[src/rtl/cpu_types_pkg.sv]
// Shared types and constants for the fetch stage of the 5-stage MIPS pipeline.
package cpu_types_pkg;

    localparam int unsigned WORD_BYTES = 4;
    localparam logic [31:0] NOP_INSTR  = 32'h0000_0000;

    // FETCH: normal fetch; REDIR_PEND: old request outstanding, target parked;
    // HALTED: fetch stopped until reset.
    typedef enum logic [1:0] {
        FETCH      = 2'd0,
        REDIR_PEND = 2'd1,
        HALTED     = 2'd2
    } fetch_state_t;

endpackage

[src/rtl/if_id_reg.sv]
// IF/ID pipeline latch: holds the fetched instruction, its PC+4 and a valid bit.
// Ports: i_clk/i_nrst clock and async active-low reset; i_en loads i_instr/i_npc
// as a valid entry; i_flush loads a nop bubble (dominates i_en); neither = hold.
module if_id_reg
    import cpu_types_pkg::*;
#(
    parameter int unsigned WORD_W = 32
) (
    input  logic              i_clk,
    input  logic              i_nrst,
    input  logic              i_en,
    input  logic              i_flush,
    input  logic [WORD_W-1:0] i_instr,
    input  logic [WORD_W-1:0] i_npc,
    output logic [WORD_W-1:0] o_instr,
    output logic [WORD_W-1:0] o_npc,
    output logic              o_valid
);

    logic [WORD_W-1:0] r_instr;
    logic [WORD_W-1:0] r_npc;
    logic              r_valid;

    always_ff @(posedge i_clk or negedge i_nrst) begin
        if (!i_nrst) begin
            r_instr <= WORD_W'(NOP_INSTR);
            r_npc   <= '0;
            r_valid <= 1'b0;
        end else if (i_flush) begin
            r_instr <= WORD_W'(NOP_INSTR);
            r_npc   <= '0;
            r_valid <= 1'b0;
        end else if (i_en) begin
            r_instr <= i_instr;
            r_npc   <= i_npc;
            r_valid <= 1'b1;
        end
    end

    assign o_instr = r_instr;
    assign o_npc   = r_npc;
    assign o_valid = r_valid;

endmodule

[src/rtl/fetch_stage.sv]
// Instruction fetch stage: PC register, parked redirect target, fetch FSM and
// the IF/ID latch feeding decode.
// Ports: CLK/nRST clock and async active-low reset; stall, freeze, redirect
// (+redirect_pc), halt control inputs; ihit/imemload instruction memory reply;
// imemREN/imemaddr combinational memory request; IF_*_OUT the IF/ID latch.
module fetch_stage
    import cpu_types_pkg::*;
#(
    parameter int unsigned       WORD_W  = 32,
    parameter logic [WORD_W-1:0] PC_INIT = '0
) (
    input  logic              CLK,
    input  logic              nRST,
    input  logic              stall,
    input  logic              freeze,
    input  logic              redirect,
    input  logic [WORD_W-1:0] redirect_pc,
    input  logic              halt,
    input  logic              ihit,
    input  logic [WORD_W-1:0] imemload,
    output logic              imemREN,
    output logic [WORD_W-1:0] imemaddr,
    output logic [WORD_W-1:0] IF_Instr_OUT,
    output logic [WORD_W-1:0] IF_npc_OUT,
    output logic              IF_valid_OUT
);

    fetch_state_t      r_state;
    fetch_state_t      w_state_next;
    logic [WORD_W-1:0] r_pc;
    logic [WORD_W-1:0] w_pc_next;
    logic [WORD_W-1:0] r_pend_pc;
    logic [WORD_W-1:0] w_pend_next;
    logic [WORD_W-1:0] w_pc_plus4;
    logic              w_ifid_en;
    logic              w_ifid_flush;

    // State, PC and parked redirect target.
    always_ff @(posedge CLK or negedge nRST) begin
        if (!nRST) begin
            r_state   <= FETCH;
            r_pc      <= PC_INIT;
            r_pend_pc <= '0;
        end else begin
            r_state   <= w_state_next;
            r_pc      <= w_pc_next;
            r_pend_pc <= w_pend_next;
        end
    end

    assign w_pc_plus4 = r_pc + WORD_W'(WORD_BYTES);

    // Next state / next PC; priority halt > freeze > redirect > stall > normal.
    always_comb begin
        w_state_next = r_state;
        w_pc_next    = r_pc;
        w_pend_next  = r_pend_pc;
        w_ifid_en    = 1'b0;
        w_ifid_flush = 1'b0;

        if (halt) begin
            w_state_next = HALTED;
            w_ifid_flush = 1'b1;
        end else if (r_state == HALTED) begin
            w_state_next = HALTED;
        end else if (freeze) begin
            // Old request may still be in flight, so a redirect is only parked.
            if (redirect) begin
                w_pend_next  = redirect_pc;
                w_state_next = REDIR_PEND;
            end
        end else begin
            case (r_state)
                FETCH: begin
                    if (redirect) begin
                        w_ifid_flush = 1'b1;
                        if (ihit) begin
                            w_pc_next = redirect_pc;
                        end else begin
                            w_pend_next  = redirect_pc;
                            w_state_next = REDIR_PEND;
                        end
                    end else if (!stall) begin
                        if (ihit) begin
                            w_pc_next = w_pc_plus4;
                            w_ifid_en = 1'b1;
                        end else begin
                            w_ifid_flush = 1'b1;
                        end
                    end
                end
                REDIR_PEND: begin
                    // Returned word belongs to the squashed path; newest target wins.
                    w_ifid_flush = 1'b1;
                    if (ihit) begin
                        w_pc_next    = redirect ? redirect_pc : r_pend_pc;
                        w_state_next = FETCH;
                    end else if (redirect) begin
                        w_pend_next = redirect_pc;
                    end
                end
                default: begin
                    w_state_next = r_state;
                end
            endcase
        end
    end

    assign imemaddr = r_pc;
    assign imemREN  = (r_state != HALTED);

    if_id_reg #(
        .WORD_W (WORD_W)
    ) u_if_id (
        .i_clk   (CLK),
        .i_nrst  (nRST),
        .i_en    (w_ifid_en),
        .i_flush (w_ifid_flush),
        .i_instr (imemload),
        .i_npc   (w_pc_plus4),
        .o_instr (IF_Instr_OUT),
        .o_npc   (IF_npc_OUT),
        .o_valid (IF_valid_OUT)
    );

endmodule

[config.mk]
export PLATFORM = sky130hd
export DESIGN_NAME = fetch_stage
export DESIGN_NICKNAME = d
export VERILOG_FILES = /design/src/rtl/cpu_types_pkg.sv /design/src/rtl/if_id_reg.sv /design/src/rtl/fetch_stage.sv
export SDC_FILE = /design/constraint.sdc
export NUM_CORES = 1
export LEC_CHECK = 0
export ABC_AREA = 1
export CAP_MARGIN = 15
export CORE_ASPECT_RATIO = 1.75
export CORE_MARGIN = 8
export CORE_UTILIZATION = 54
export DETAILED_ROUTE_END_ITERATION = 16
export PLACE_DENSITY = 0.95
export SYNTH_ARGS = -nofsm -noshare
export SYNTH_HDL_FRONTEND = slang
export SYNTH_HIERARCHICAL = 1
export SYNTH_SLANG_ARGS = --single-unit
[constraint.sdc]
create_clock -name CLK -period 3.3 [get_ports CLK]
set_clock_uncertainty 0.15 [all_clocks]
set_input_delay 0.495 -clock CLK [delete_from_list [all_inputs] [get_ports CLK]]
set_output_delay 0.495 -clock CLK [all_outputs]
set_load 0.02 [all_outputs]
run_1/metal_density.png
Scale: 3 px per micron. 20 x 33 tiles, from dark blue (low) to red (high), scaled to the fullest tile. Values are wire area over tile area, all layers added.
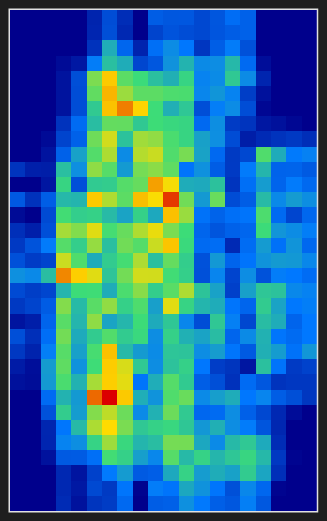
The densest ninth of the die: centre. 18% of the tiles are over half the peak. The emptiest ninth of the die: upper right. The mean over all tiles is 0.20.

run_1/layer_met2.png
Scale: 4 px per micron. Cells faint in the background.
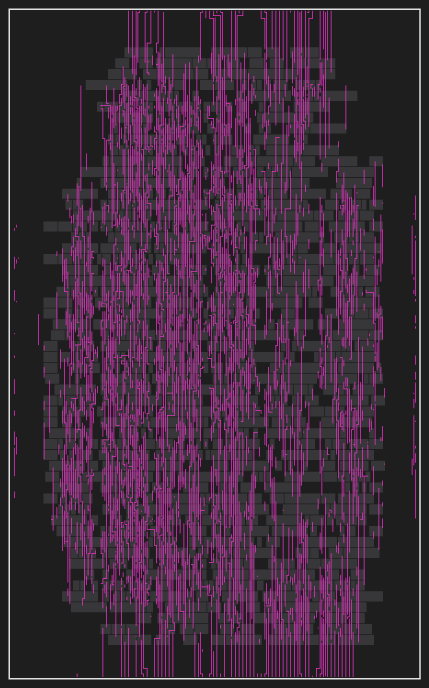
The wires run mostly vertical. The layer holds 53% of the routed length. The longest straight run is 70.9 microns. The layer carries 11200 microns of wire.
Vias: 7068
met2 Track Usage GR: 44.8%
Post-Route WL: 21200 microns

==> impl_metrics.yaml, run 1 <==
# generated from flow reports
sta:
  min_period_ns: 2.74
  drv_slew: 0
  hold_violations: 0
  setup_viol: 0
clock_tree:
  cts_hold_buf: 0
  clkSinkCount: 131
  htreeDepth: 4
  clk_latency_ns: 0.42
global_route:
  grt-ovfl-total: 0
  grt_pass1_wl_microns: 34200
floorplan:
  coreArea_sq_mm: 0.0128
  io_pins: 169
  fp_util_pct: 55.0
routing:
  firstDrtPassIters: 5
  via_per_inst: 5.42
  ant_nets: 0
synthesis:
  top_cells_by_count: "nand2_1, dfrtp_1, nor2_1"
  synth_area_per_cell_sq_um: 7.31
  synth-main-ff-cell: "dfrtp_1"
  ys_async_sr_fraction_pct: 100
  top_area_cell: "dfrtp_1"
  ys_warn_count: 6
  yosysCellCount: 963
run:
  log.warning_count: 29
  maxCapViolCount: 0
pwr:
  leakage_nw: 4.63
  p_per_area_mw_per_mm2: 740
worst_setup_path:
  reg2reg_from: "r_state[1]"
  startpoint_type: "flip-flop"
  reg2reg_to: "r_pend_pc[1]"
  cp-startpoint: "r_state[1]"
  critPathRequiredTime_ns: 3.45
placement:
  place_congestion: 0.934
  place_inst: 1272
  hpwlAfterDp_microns: 15900
cells_and_area:
  antenna_cells: 0
  drive_above_1_share_pct: 6.88
  syn_to_final_growth_pct: 33.1
  stdcell_count: 1304
run_status:
  status: "completed"
worst_hold_path:
  hp-class: "in2async"
run_1/io_placement.png
Scale: 4 px per micron. Pins as bars across the die edge, other pins in grey.
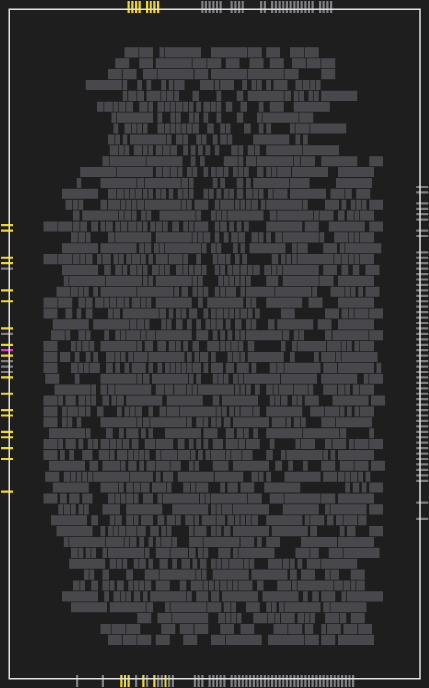
Magenta marks redirect, pins 1, direction input, edge left. Yellow marks redirect_pc, pins 32, direction input, edge 18 left, 8 top, 6 bottom.
All pins by edge: 56 bottom, 53 right, 36 top, 24 left.
Die Y: 167 microns
Chip Width: 102 microns
I/O Buffers: 168

run_1/congestion.png
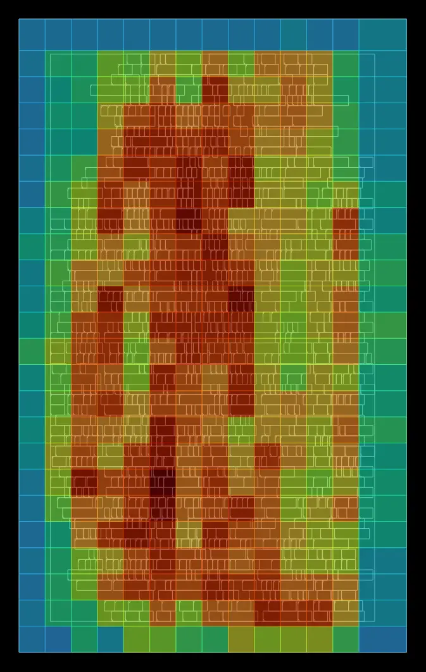
fin util: 73.2%
Total GRT Usage: 25.3%
GR Layer Usage met1: 26.8%
Avg WL per Cell: 16.3 microns
met3 usage: 4.59%

## run 1: metal layers
metal | part of all wire [%] | global-route usage, %
met1 | 37 | 26.8
met2 | 53 | 44.8
met3 | 5.8 | 4.59
met4 | 4.5 | 14.0
met5 | 0 | 0
## run 1: report_power, final
group / total, W / internal (W) / switching (W) / leakage, nW
Sequential: 0.00247 / 0.00202 / 0.000444 / 1.65
Clock: 0.00172 / 0.000985 / 0.000736 / 0.260
Combinational: 0.00275 / 0.00108 / 0.00167 / 2.71
Total: 0.00693 / 0.00408 / 0.00285 / 4.63
## run 1: worst max-delay path, cell delays in order, from the launching register on
cell     delay, ns
dfrtp_1       0.40
inv_1         0.11
ha_1          0.26
inv_1         0.10
nand2_2       0.12
nand2_1       0.11
o21ai_4       0.86
nand2_1       0.29
nand2_1       0.15
nand2_1       0.06
## run 1: cells in the final DEF (no fill, tap or decap), drive strengths merged
master           n
nand3b           1
nor2           133
clkinvlp         4
o22ai            6
xor2             9
o211ai           2
o221ai           1
a31oi           14
a22oi            1
nor4             1
a21oi           62
ha               5
nand3          102
dfrtp          131
xnor2            3
inv             83
clkinv           5
clkbuf          18
nor3             6
o21a             2
buf             19
nand2          320
or2              1
nand4            4
clkdlybuf4s50  167
a41o             1
o21ai           32
## run 1: flip-flops by register name, summed over array words and instances, names as in the netlist
register         count
imemaddr            32
r_state              2
r_pend_pc           32
u_if_id/o_instr     32
u_if_id/o_valid      1
u_if_id/o_npc       32
## run 1: through the flow
step | area, sq um | setup slack, ns | hold WS, ns | power, W | util, %
CTS | 9360 | 0.575 | 0.0477 | 0.00692 | 73.2
global route | 9360 | 0.304 | 0.0789 | 0.00733 | 73.2
detailed placement | 8820 | 0.392 | 0.305 | 0.00518 | 68.9
global placement | 8820 | 0.433 | 0.299 | 0.00508 | 68.9
finish | 9360 | 0.559 | 0.0236 | 0.00693 | 73.2
floorplan | 7040 | 1.16 | 0.0494 | 0.00412 | -
## run 1: cell families (layout without fill, tap and decap cells)
kind of cell	count (synthesis)	count (layout)	share of synthesized area, %
compound gates	121	121	9.32
simple gates	568	568	33.4
buf+inv	126	296	8.32
fa+ha+maj	5	5	0.889
flops	131	131	46.6
xor+xnor	12	12	1.49
## run 1: worst max path at each step
stage	end	slack [ns]	depth (start not counted)
after floorplan	u_if_id/o_npc[10]	1.16	9
after global placement	r_pend_pc[14]	0.43	8
after detailed placement	r_pend_pc[14]	0.39	8
after CTS	r_pend_pc[14]	0.58	8
after global routing	r_pend_pc[14]	0.30	9
final	r_pend_pc[1]	0.56	9
## run 1: area by class of cell
class	count	area, sq um
Clock inverter	14	103
Timing Repair Buffer	186	1850
Sequential cell	131	3280
Fill cell	1003	3440
Tap cell	171	214
Clock buffer	18	439
Multi-Input combinational cell	706	3190
Inverter	78	293
run_1/layer_met3.png
Scale: 4 px per micron. Cells faint in the background.
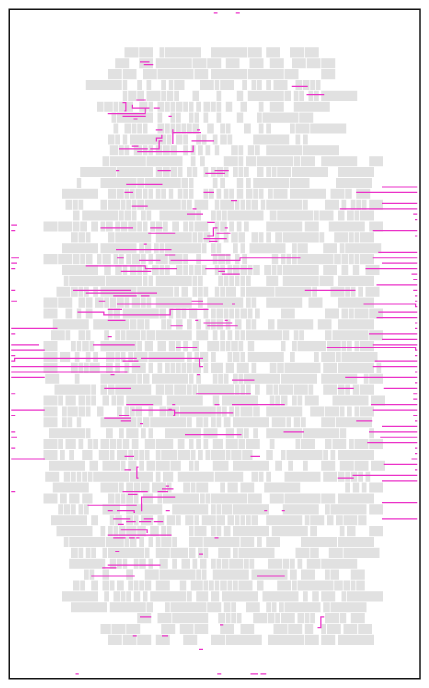

## Run 2: what changed since run 1
CORE_UTILIZATION = 50   (was 54)
PLACE_DENSITY = 0.91   (was 0.95)
clock period = 2.7 ns   (was 3.3 ns; I/O delays follow)
run_2/layer_met3.png
Scale: 4 px per micron. Cells faint in the background.
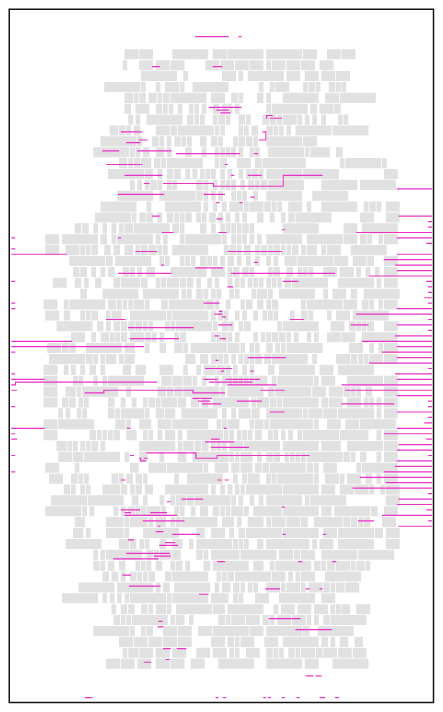
157 nets have wire on it. The wires run mostly horizontal. The layer holds 5.6% of the routed length. The longest straight run is 35.2 microns.

==> impl_metrics.yaml, run 2 <==
# generated from flow reports
synthesis:
  yosysCellCount: 963
  ys_sh_simple_pct: 33.4
  top_cells_by_count: "nand2_1, dfrtp_1, nor2_1"
  ys_sh_adder_pct: 0.889
  ys_async_sr_fraction_pct: 100
  top_area_cell: "dfrtp_1"
  ys_top_logic_family: "simple AND/OR/NAND/NOR gates"
  synth-main-ff-cell: "dfrtp_1"
  synth_area_per_cell_sq_um: 7.31
  aoi_share_pct: 9.32
routing:
  ant_nets: 0
  firstDrtPassIters: 5
  wire_per_inst_microns: 16.2
  num_vias: 7074
  drt_wl_total_microns: 21300
sta:
  hold_violations: 0
  worst_hold_slack_ns: 0.249
  drv_slew: 0
  min_period_ns: 2.42
global_route:
  grt_use_total_pct: 23.5
  grt_pass1_wl_microns: 34800
  grt-ovfl-total: 0
worst_setup_path:
  critPathRequiredTime_ns: 2.14
  slowest_delay_ns: 0.62
cells_and_area:
  syn_to_final_growth_pct: 35.6
  drive_above_1_share_pct: 7.28
  layout_top_cells: "nand2_1, clkdlybuf4s50_1, dfrtp_1"
clock_tree:
  htreeDepth: 4
  clkSinkCount: 131
worst_hold_path:
  hp-class: "in2async"
floorplan:
  coreArea_sq_mm: 0.0138
  fp.dieW_microns: 106
  fp_util_pct: 50.9
  io_pins: 169
run:
  maxCapViolCount: 0
  log.warning_count: 29
placement:
  place_congestion: 0.933
  hpwlAfterDp_microns: 15800
  port-buffer-count: 168
run_status:
  status: "completed"
pwr:
  p_per_area_mw_per_mm2: 927
  leakage_nw: 4.71
-- run 2: netlist changes by cell type in the layout (fill, tap and decap cells not counted), sizes merged --
cell,previous run,this run
dlygate4sd3,0,1
clkbuf,18,21
buf,19,25
bufinv,0,4
clkinvlp,4,3
clkinv,5,2
inv,83,80
-- run 2: worst max-delay path: cells and delay by family (launching register included) --
kind                       cells  cell delay, ns
DFF                            1            0.37
buffers and inverters          3            0.83
adders and majority gates      1            0.25
-- run 2: cell families after synthesis --
family | Yosys count
buffers and inverters | 126
DFF | 131
AOI/OAI and AO/OA | 121
adders and majority gates | 5
and+or+nand+nor | 568
xor gates and xnor gates | 12
-- run 2: area by class of cell --
class	count	area (sq um)	share of cell area, %
clock inverter	11	174	1.82
clock buffer	21	470	4.93
sequential	131	3280	34.4
timing repair buffer	193	1920	20.1
inverter	78	293	3.07
tap	177	221	2.32
multi-input combinational	706	3190	33.4
-- run 2: repair_timing --
| action | in CTS | in global routing |
|---|---|---|
| buffers inserted | 0 | 0 |
| hold buffers | 1 | 0 |
| hold endpoints to repair | 14 | 0 |
-- run 2: final timing paths --
path,cells after the start,to,start
worst max-delay path,4,imemREN,r_state[0]
worst min-delay path,2,u_if_id/o_instr[24],nRST
worst max register to register,11,u_if_id/o_npc[8],r_state[1]
worst min register to register,2,u_if_id/o_instr[1],u_if_id/o_instr[1]
max in group asynchronous,3,r_pend_pc[27],nRST
min in group CLK,2,u_if_id/o_instr[1],u_if_id/o_instr[1]
-- run 2: power breakdown --
| group | leakage [nW] | internal [W] | switching (W) |
|---|---|---|---|
| sequential | 1.65 | 0.00247 | 0.000540 |
| combinational | 2.75 | 0.00134 | 0.00201 |
| clock | 0.306 | 0.00162 | 0.000864 |
| total | 4.71 | 0.00543 | 0.00342 |
-- run 2: layer usage --
layer  global-route usage (%)  wire length [microns]  vias to the layer above
met5                        0                      0                        -
met4                     16.0                   1220                        0
met3                     4.50                   1190                       81
met2                     40.1                  10900                      275
met1                     25.5                   7920                     3309
li1                         -                      -                     3409
-- run 2: per-stage QoR --
stage	power (W)	std cells	area [sq um]	setup slack [ns]	util, %
after floorplan	0.00503	963	7040	0.561	-
after global placement	0.00624	1284	8890	0.193	64.2
after detailed placement	0.00635	1284	8890	0.159	64.2
after CTS	0.00887	1317	9540	0.284	69.0
after global routing	0.00939	1317	9540	0.128	69.0
final	0.00885	1317	9540	0.281	69.0
No activity file was given, so power comes from the tool's default toggle rates.
